File: config.mk
export PLATFORM = sky130hd
export DESIGN_NAME = icache_dm
export DESIGN_NICKNAME = d
export VERILOG_FILES = /design/src/rtl/icache_dm.sv
export SDC_FILE = /design/constraint.sdc
export NUM_CORES = 2
export LEC_CHECK = 0
export ABC_AREA = 1
export ABC_CLOCK_PERIOD_IN_PS = 11190
export CAP_MARGIN = 20
export CORE_AREA = 2 2 430 432
export CTS_CLUSTER_SIZE = 20
export DETAILED_ROUTE_END_ITERATION = 10
export DIE_AREA = 0 0 432 434
export HOLD_SLACK_MARGIN = 0.15
export PLACE_DENSITY = 0.49
export SKIP_CTS_REPAIR_TIMING = 1
export SLEW_MARGIN = 15
export SYNTH_ARGS = -nofsm -noshare
export SYNTH_HDL_FRONTEND = slang
export SYNTH_SLANG_ARGS = --single-unit
File: constraint.sdc
create_clock -name CLK -period 11.19 [get_ports CLK]
set_clock_uncertainty 0.15 [all_clocks]
set_input_delay 3.357 -clock CLK [delete_from_list [all_inputs] [get_ports CLK]]
set_output_delay 3.357 -clock CLK [all_outputs]
set_load 0.02 [all_outputs]
File: src/rtl/icache_dm.sv
// Direct-mapped, read-only instruction cache with same-cycle hits and an
// in-order block fill over the iREN/iwait memory handshake.
module icache_dm #(
    parameter int SETS        = 16,
    parameter int BLOCK_WORDS = 2,
    parameter int CNT_W       = 32
) (
    input  logic             CLK,
    input  logic             nRST,
    input  logic             imemREN,
    input  logic [31:0]      imemaddr,
    input  logic             iinv,
    output logic             ihit,
    output logic [31:0]      imemload,
    output logic             iREN,
    output logic [31:0]      iaddr,
    input  logic             iwait,
    input  logic [31:0]      iload,
    output logic [CNT_W-1:0] hit_count,
    output logic [CNT_W-1:0] miss_count
);

    localparam int OFF_W = (BLOCK_WORDS > 1) ? $clog2(BLOCK_WORDS) : 0;
    localparam int IDX_W = $clog2(SETS);
    localparam int TAG_W = 30 - OFF_W - IDX_W;
    localparam int K_W   = (OFF_W > 0) ? OFF_W : 1;
    localparam logic [K_W-1:0] K_LAST     = K_W'(BLOCK_WORDS - 1);
    localparam logic [31:0]    BLOCK_MASK = ~((32'd1 << (2 + OFF_W)) - 32'd1);

    typedef enum logic {IDLE, FILL} state_t;

    state_t             state_reg;
    logic [TAG_W-1:0]   req_tag_reg;
    logic [IDX_W-1:0]   req_idx_reg;
    logic [K_W-1:0]     k_reg;
    logic               iren_reg;
    logic [31:0]        iaddr_reg;
    logic [CNT_W-1:0]   hit_count_reg;
    logic [CNT_W-1:0]   miss_count_reg;

    logic [SETS-1:0]    valid_reg;
    logic [SETS-1:0]    valid_next;
    logic [TAG_W-1:0]   tag_reg  [SETS];
    logic [31:0]        data_reg [SETS][BLOCK_WORDS];

    logic [TAG_W-1:0]   addr_tag;
    logic [IDX_W-1:0]   addr_idx;
    logic [K_W-1:0]     addr_off;
    logic               lookup_hit;
    logic               miss_start;
    logic               word_accept;
    logic               fill_done;
    logic               unused_addr_bits;

    assign addr_tag = imemaddr[31 -: TAG_W];
    assign addr_idx = imemaddr[2 + OFF_W +: IDX_W];
    assign unused_addr_bits = ^imemaddr[1:0];

    generate
        if (OFF_W > 0) begin : g_off
            assign addr_off = imemaddr[2 +: K_W];
        end else begin : g_no_off
            assign addr_off = '0;
        end
    endgenerate

    // iinv masks both the hit and the miss start in the same cycle.
    assign lookup_hit  = (state_reg == IDLE) && imemREN && !iinv &&
                         valid_reg[addr_idx] && (tag_reg[addr_idx] == addr_tag);
    assign miss_start  = (state_reg == IDLE) && imemREN && !iinv && !lookup_hit;
    assign word_accept = (state_reg == FILL) && !iinv && !iwait;
    assign fill_done   = word_accept && (k_reg == K_LAST);

    assign ihit       = lookup_hit;
    assign imemload   = data_reg[addr_idx][addr_off];
    assign iREN       = iren_reg;
    assign iaddr      = iaddr_reg;
    assign hit_count  = hit_count_reg;
    assign miss_count = miss_count_reg;

    // A line is invalidated as soon as its fill starts so a partial block never hits.
    genvar gi;
    generate
        for (gi = 0; gi < SETS; gi++) begin : g_valid
            assign valid_next[gi] =
                iinv                                          ? 1'b0 :
                (miss_start && (addr_idx == IDX_W'(gi)))      ? 1'b0 :
                (fill_done  && (req_idx_reg == IDX_W'(gi)))   ? 1'b1 :
                                                                valid_reg[gi];
        end
    endgenerate

    always_ff @(posedge CLK) begin
        if (!nRST) begin
            state_reg   <= IDLE;
            req_tag_reg <= '0;
            req_idx_reg <= '0;
            k_reg       <= '0;
            iren_reg    <= 1'b0;
            iaddr_reg   <= '0;
            valid_reg   <= '0;
        end else begin
            valid_reg <= valid_next;
            case (state_reg)
                IDLE: begin
                    if (miss_start) begin
                        state_reg   <= FILL;
                        req_tag_reg <= addr_tag;
                        req_idx_reg <= addr_idx;
                        k_reg       <= '0;
                        iren_reg    <= 1'b1;
                        iaddr_reg   <= imemaddr & BLOCK_MASK;
                    end
                end
                FILL: begin
                    if (iinv) begin
                        state_reg <= IDLE;
                        iren_reg  <= 1'b0;
                        iaddr_reg <= '0;
                    end else if (!iwait) begin
                        if (k_reg == K_LAST) begin
                            state_reg <= IDLE;
                            iren_reg  <= 1'b0;
                            iaddr_reg <= '0;
                        end else begin
                            k_reg     <= k_reg + K_W'(1);
                            iaddr_reg <= iaddr_reg + 32'd4;
                        end
                    end
                end
            endcase
        end
    end

    // Data and tag contents need no reset; valid bits guard them.
    always_ff @(posedge CLK) begin
        if (nRST && word_accept) begin
            data_reg[req_idx_reg][k_reg] <= iload;
            if (k_reg == K_LAST) begin
                tag_reg[req_idx_reg] <= req_tag_reg;
            end
        end
    end

    always_ff @(posedge CLK) begin
        if (!nRST) begin
            hit_count_reg  <= '0;
            miss_count_reg <= '0;
        end else begin
            if (lookup_hit && (hit_count_reg != '1)) begin
                hit_count_reg <= hit_count_reg + CNT_W'(1);
            end
            if (miss_start && (miss_count_reg != '1)) begin
                miss_count_reg <= miss_count_reg + CNT_W'(1);
            end
        end
    end

endmodule

**Port wiring**

Drawn at 1 px/µm.
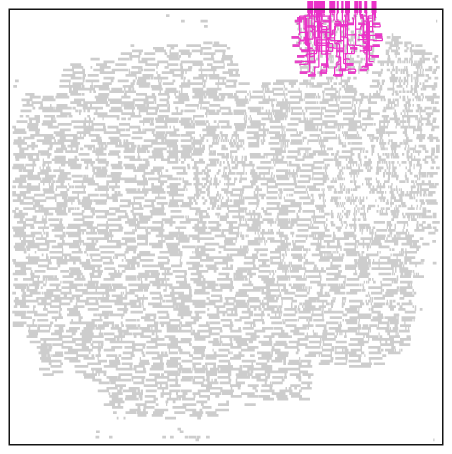
- miss_count: magenta (bits 32; direction output; edge top; end cells 32; buffers 32; wire 2240 µm)

==> flow_summary.yaml <==
# flow metrics
drt:
  routed.top_layer: "met5"
  viasPerCell: 5.28
  firstDrtPassIters: 6
  wl_mm: 194
  wl_met1_mm: 86.7
  num_vias: 42600
  met3_length_mm: 10.8
  ant_nets: 0
  wl_met2_mm: 92.0
  drc: 0
  wl_per_cell_um: 24.0
timing:
  rsz0062_at_grt: "no"
  fmax_ghz: 0.0950
  drv_slew: 0
  worst_slew_pin_slew_ns: 1.23
  fin_hold_ws_ns: 0.347
  hold_viol: 0
  setup_viol: 0
  min_period_ns: 10.52
grt:
  grt_max_degree: 146
  grt_pass1_wl_mm: 281
  met2_usage_pct: 33.2
  grtUsageMet3_pct: 3.21
  gr-max-usage-layer: "met2"
  grt_overflow: 0
  use_met1_pct: 28.2
  first_global_vias: 40900
clock_tree:
  cts_buffers: 173
  clk_latency_ns: 0.81
  clk_pin_slew_ns: 0.05
  cts_tree: "yes"
  clk_path_buf_depth: 3
  cts_root_buf: "clkbuf_16"
  clkSinkCount: 1566
critical_path:
  critPathTopFamily: "buffers and inverters"
  worst-path-buf-inv: 5
  path_cells: "clkdlybuf4s50_1 > inv_1 > nor2_4 > buf_12 > buf_4 > a2111oi_0 > a21oi_1 > clkdlybuf4s50_1"
  startpoint_type: "primary input"
  cp_max_fo: 43
  max_stage_delay_ns: 1.10
  crit_top_cell: "clkdlybuf4s50_1"
min_path:
  min_path_type: "flop to flop"
logic_synthesis:
  synthCells: 5324
  edf_count: 1424
  ys_area_um2: 63600
  syn_avg_cell_area_um2: 12.0
  synth_flops: 1566
  synthFlopType: "edfxtp_1"
  top_area_cell: "edfxtp_1"
  yosys_cells: 5324
  synthTopLogicFamily: "simple AND/OR/NAND/NOR gates"
  synth.cellmix.simpleShare_pct: 14.4
  top_area_share_pct: 67.2
  synth_area_um2: 63600
  yosys_warnings: 0
  ys_seq_share_pct: 71.6
  aoi_share_pct: 10.0
  synth_xor_xnor_area_share_pct: 0.661
  synthTopCellsByArea: "edfxtp_1, nand2_1, a22oi_1"
  mux_area_share_pct: 0
  ys_types: 46
status:
  outcome: "completed"
cells_and_area:
  utilization_pct: 40.7
  lay_top_count: "nand2_1"
  largest_reg_flops: 1024
  mostFrequentLayoutCells: "nand2_1, edfxtp_1, a22oi_1, nor2_1, a21oi_1"
  drive_gt1_share_pct: 7.76
  syn2layout_area_growth_pct: 16.7
floorplan:
  fp-row-count: 157
  die_width_um: 432
  core_area_um2: 182000
  chipArea_um2: 187000
run:
  openroad.warnings: 32
  drv_cap: 0
power:
  p_per_area_nw_per_um2: 170
  p_leak_nw: 26.1
  max-vdd-ir-drop_uv: 135
place:
  gp_congestion: 0.892
  io_buffers: 194
**Pin map**

Drawn at 1 px/µm. Pins as bars across the die edge, other pins in grey.
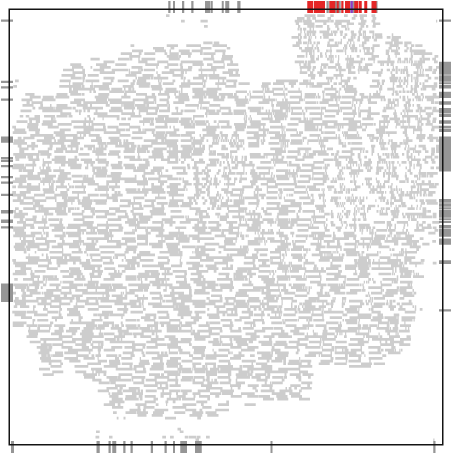
- miss_count: red (pins 32; direction output; edge top)
- iREN: purple (pins 1; direction output; edge top)
- all pins by edge: 84 right, 58 top, 32 left, 25 bottom

## worst paths after layout
check                            start                    end  slack (ns)  depth (start not counted)
hold reg to reg      iREN$_SDFFE_PN0P_      iREN$_SDFFE_PN0P_        0.35                          2
setup / recovery           imemaddr[6]           imemload[11]        0.67                          8
setup reg to reg  state_reg$_SDFF_PN0_  iaddr[7]$_SDFFE_PN0P_        6.03                         14
hold / removal       iREN$_SDFFE_PN0P_      iREN$_SDFFE_PN0P_        0.35                          2
## area by class of cell
class / instances / area [µm²]
Fill cell: 17100 / 108000
Sequential cell: 1566 / 45600
Multi-Input combinational cell: 3276 / 16200
Clock buffer: 221 / 4560
Timing Repair Buffer: 339 / 3360
Tap cell: 2385 / 2980
Clock inverter: 90 / 763
Inverter: 192 / 738
Antenna cell: 7 / 17.5
## per-stage QoR
step / setup slack, ns / area [µm²] / std cells / total power [W]
2_1_floorplan: 2.14 / 63700 / 5325 / 0.00698
3_3_place_gp: 0.483 / 68800 / 7746 / 0.00734
3_5_place_dp: 0.678 / 68800 / 7746 / 0.00735
4_1_cts: 0.666 / 74100 / 8057 / 0.0127
5_1_grt: 0.436 / 74300 / 8074 / 0.0131
6_report: 0.669 / 74300 / 8076 / 0.0126
## synthesized netlist by cell type (21+ instances only)
cell / number
a22oi_1: 515
nand2_1: 1670
a21oi_1: 195
xor2_1: 39
nor2_1: 313
a21boi_0: 22
dfxtp_1: 142
clkbuf_1: 184
buf_2: 52
o21ai_0: 98
nor4_1: 21
edfxtp_1: 1424
nand3_1: 101
nand4_1: 83
a2111oi_0: 28
buf_1: 25
inv_1: 187
nor3_1: 67
## where the power goes
part / internal (W) / switching, W
sequential: 0.00640 / 0.0000486
combinational: 0.000241 / 0.000535
clock: 0.00303 / 0.00236
total: 0.00968 / 0.00295
No activity file was given, so power comes from the tool's default toggle rates.
